[src/rtl/fft_frame_feeder.sv]
// Packs a valid/ready sample stream into a 16-sample frame, launches the FFT and feeds it as (k, k+8) pairs.
// START one cycle after the last accept, pairs on the 8 following cycles; S_READY low in LAUNCH/FEED and when a prefetched frame waits for DONE.
module fft_frame_feeder #(
  parameter int DW    = 64,
  parameter int NPAIR = 8
) (
  input  logic          CLK,
  input  logic          RST,
  input  logic          S_VALID,
  output logic          S_READY,
  input  logic [DW-1:0] S_DATA,
  input  logic          S_LAST,
  output logic          START,
  input  logic          DONE,
  output logic [DW-1:0] D0,
  output logic [DW-1:0] D1,
  output logic          D_VALID,
  output logic          BUSY,
  output logic          ERR_FRAME
);

  localparam int NFRM = 2 * NPAIR;
  localparam int KW   = $clog2(NPAIR);
  localparam int AW   = KW + 1;
  localparam int CW   = $clog2(NFRM + 1);

  typedef enum logic [1:0] {FILL, LAUNCH, FEED, WAIT_DONE} state_t;

  state_t          state_q, state_d;
  logic [CW-1:0]   wcnt_q, wcnt_d;
  logic [KW-1:0]   k_q, k_d;
  logic            err_q, err_d;
  logic            dlat_q, dlat_d;
  logic            dvld_q, dvld_d;
  logic [DW-1:0]   d0_q, d0_d, d1_q, d1_d;
  logic [DW-1:0]   mem_q [NFRM];

  logic full, last_slot, accept, short_last, fills, k_last;

  assign full       = (wcnt_q == CW'(NFRM));
  assign last_slot  = (wcnt_q == CW'(NFRM - 1));
  assign accept     = S_VALID & S_READY;
  assign short_last = accept & S_LAST & ~last_slot;
  assign fills      = accept & last_slot;
  assign k_last     = (k_q == KW'(NPAIR - 1));

  always_ff @(posedge CLK) begin
    if (RST) begin
      state_q <= FILL;
      wcnt_q  <= '0;
      k_q     <= '0;
      err_q   <= 1'b0;
      dlat_q  <= 1'b0;
      dvld_q  <= 1'b0;
      d0_q    <= '0;
      d1_q    <= '0;
    end else begin
      state_q <= state_d;
      wcnt_q  <= wcnt_d;
      k_q     <= k_d;
      err_q   <= err_d;
      dlat_q  <= dlat_d;
      dvld_q  <= dvld_d;
      d0_q    <= d0_d;
      d1_q    <= d1_d;
    end
  end

  // Sample storage carries no reset; a dropped partial frame is simply overwritten.
  always_ff @(posedge CLK) begin
    if (accept && !short_last) begin
      mem_q[wcnt_q[AW-1:0]] <= S_DATA;
    end
  end

  always_comb begin
    state_d = state_q;
    case (state_q)
      FILL:      if (fills) state_d = LAUNCH;
      LAUNCH:    state_d = FEED;
      FEED:      if (k_last) state_d = WAIT_DONE;
      WAIT_DONE: if (DONE || dlat_q) state_d = (full || fills) ? LAUNCH : FILL;
      default:   state_d = FILL;
    endcase
  end

  always_comb begin
    wcnt_d = wcnt_q;
    if (short_last) begin
      wcnt_d = '0;
    end else if (accept) begin
      wcnt_d = wcnt_q + CW'(1);
    end
    if (state_q == FEED && k_last) begin
      wcnt_d = '0;
    end

    k_d = k_q;
    if (state_q == LAUNCH) begin
      k_d = '0;
    end else if (state_q == FEED) begin
      k_d = k_q + KW'(1);
    end

    // A DONE that arrives before WAIT_DONE is held until the feed finishes.
    dlat_d = dlat_q;
    if (state_q == WAIT_DONE) begin
      dlat_d = 1'b0;
    end else if ((state_q == LAUNCH || state_q == FEED) && DONE) begin
      dlat_d = 1'b1;
    end

    err_d  = err_q | short_last | (fills & ~S_LAST);

    dvld_d = (state_d == FEED);
    d0_d   = dvld_d ? mem_q[{1'b0, k_d}] : '0;
    d1_d   = dvld_d ? mem_q[{1'b1, k_d}] : '0;
  end

  always_comb begin
    S_READY   = ~full & (state_q == FILL || state_q == WAIT_DONE);
    START     = (state_q == LAUNCH);
    BUSY      = (state_q != FILL);
    D_VALID   = dvld_q;
    D0        = d0_q;
    D1        = d1_q;
    ERR_FRAME = err_q;
  end

endmodule

[config.mk]
export PLATFORM = sky130hd
export DESIGN_NAME = fft_frame_feeder
export DESIGN_NICKNAME = d
export VERILOG_FILES = /design/src/rtl/fft_frame_feeder.sv
export SDC_FILE = /design/constraint.sdc
export NUM_CORES = 2
export LEC_CHECK = 0
export CORE_MARGIN = 2
export CORE_UTILIZATION = 35
export CTS_CLUSTER_SIZE = 12
export DETAILED_ROUTE_END_ITERATION = 10
export PLACE_DENSITY = 0.5
export SYNTH_ARGS = -nofsm -noshare
export SYNTH_HDL_FRONTEND = slang
export SYNTH_SLANG_ARGS = --single-unit
[constraint.sdc]
create_clock -name CLK -period 9.6 [get_ports CLK]
set_clock_uncertainty 0.1 [all_clocks]
set_input_delay 1.92 -clock CLK [delete_from_list [all_inputs] [get_ports CLK]]
set_output_delay 1.92 -clock CLK [all_outputs]
set_load 0.01 [all_outputs]
==> flow_summary.ini <==
; flow metrics
[run_status]
run_status = finished, final reports clean

[cells_and_area]
clock_area_share_pct = 7.53
fin_nets = 2988
buffer_area_share_pct = 4.69
seq-cell-share_pct = 67.3
sh_comb_area_pct = 16.4
antenna_cells = 2
largestClassByArea = flip-flops and latches
clkbuf_count = 179

[logic_synthesis]
async_reset_ff_share_pct = 0
top_cells_by_count = edfxtp_1 (1024), nand2_1 (647), a32oi_1 (256), dfxtp_1 (141), a21oi_1 (132)
mux_share_pct = 3.09
avgSynthCellArea_sq_um = 15.6
synth.most_common_cell = edfxtp_1
ys_area_sq_um = 42500
ff_type = edfxtp_1
synth_cell_types = 41
synthTopCellsByArea = edfxtp_1 (72%), dfxtp_1 (6.6%), nand2_1 (5.7%)
ys_cells = 2721
ys_sh_simple_pct = 8.32
syn_inst = 2721
yosysTopAreaCell = edfxtp_1
yosys_warnings = 0

[clocking]
tritoncts = built
hold_buffers = 0
post_cts_resize_count = 0
cts.clk_slew.worst_paths_ns = 0.06

[flow_run]
maxCapViolCount = 0

[drt]
drt_iter0_drc = 1629
antenna_left = 0

[power]
p_leak_nw = 16.4
power_combinational_mw = 0.458
top_power_group = sequential cells
power_frac_seq_pct = 53.5
pg_seq_mw = 5.62
cellPowerDensity_nw_per_um2 = 211
vdd_drop_max_v = 0.000148
power_mw = 10.5

[sta]
relSlewSlack_pct = 15.5
period_minus_slack_ns = 5.07
period_used_pct = 52.8

[global_route]
use_met3_pct = 2.96
grt_pass1_vias = 24600
grt_pass1_wl_um = 161000
grt_antenna_before_repair = 6
grt_overflow = 0

[place]
postPlaceCellArea_sq_um = 46100
pre_cts_ws_ns = 3.73
place.gp.congestion = 0.731
portBuffers = 201

[setup_path]
crit_type = input port to flop
worstPathRequired_ns = 9.83
worst-r2r-setup-slack_ns = 4.86
timing.rr.end = D0[30]
worstPathCellList = clkdlybuf4s50_1, nor3b_2, nor2b_1, nand2_1, nor2_4, buf_4
start_kind = input port
cpPeakStageDelay_ns = 1.00

[floorplanning]
ios = 202
how the worst max path moves through the flow:
| stage | depth (start not counted) | slack (ns) | end | startpoint |
|---|---|---|---|---|
| finish | 6 | 4.53 | mem_q[15][11] | S_VALID |
| global route | 6 | 4.32 | mem_q[8][0] | S_VALID |
| CTS | 6 | 4.49 | mem_q[15][11] | S_VALID |
| detailed placement | 6 | 3.73 | mem_q[15][11] | S_VALID |
| global placement | 6 | 3.72 | mem_q[8][13] | S_VALID |
| floorplan | 4 | 1.85 | mem_q[2][0] | S_VALID |
registers in the layout (all words and copies together), names as in the netlist:
register,flops
dlat_q,1
state_q,2
wcnt_q,5
D1,64
ERR_FRAME,1
D_VALID,1
mem_q,1024
D0,64
k_q,3
power_grid.png
Pins as bars on the die edge.
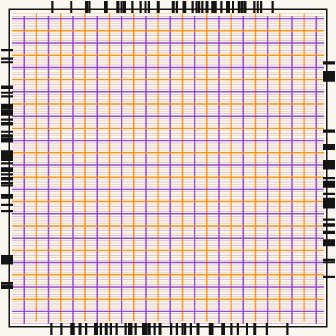
Purple shows VSS. Orange shows VDD.
202 signal pins sit on the boundary. 128 met1 rails follow the rows.
Die Wd: 352 um
core area: 120000 sq um

placement_by_type.png
Scale bar: 100 um.
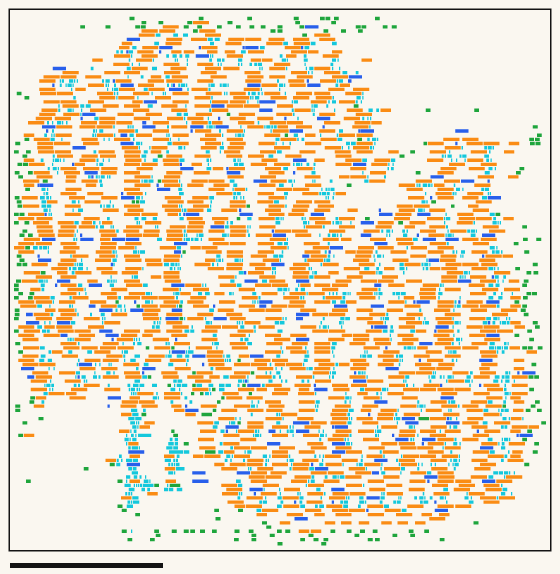
Blue shows clock drivers and dummy loads, cells 222. Orange shows flops, cells 1165. Green shows other buffers and delay cells, cells 238. Cyan shows combinational and other logic, cells 1382.
Util after Layout: 41.5%
post-route cell area: 49900 sq um

clk_routes.png
Scale bar: 100 um.
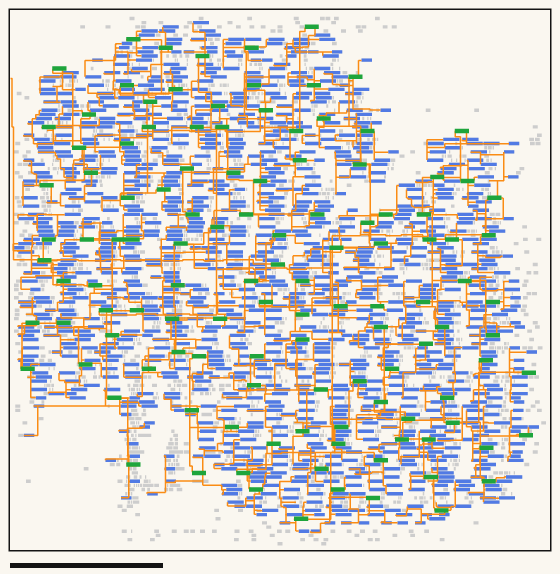
Blue shows flip-flops, count 1165. Orange shows clock wires, length 13600 um. Green shows clock drivers, count 120.
There are 121 routed clock nets.
clock share of power: 42.2%
worst skew pair latency: 0.71 ns
clk pwr: 4.43 mW

wires.png
Only two layers are drawn.
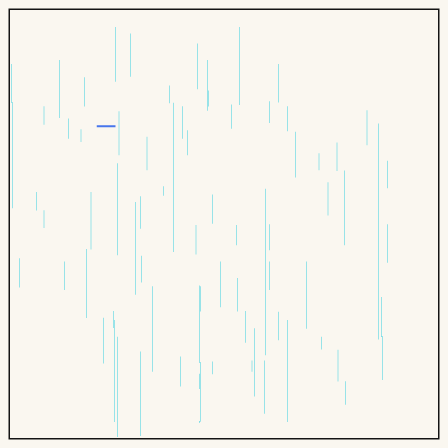
Cyan shows metal 4, wire length 2880 um. Blue shows metal 5, wire length 13.8 um.
Total GRT Usage: 17.1%
Vias: 23700
routed len/inst: 23.5 um
drt total wl: 108000 um

clocks.png
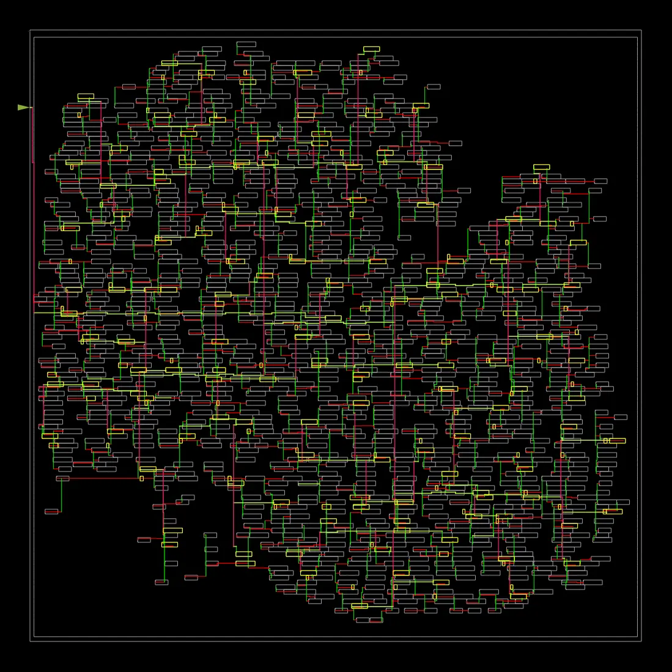
FF+latch count: 1165
TritonCTS Buffers: 120
clock sinks: 1165

Power figures rest on the tool's default switching activity, not on a simulated workload.
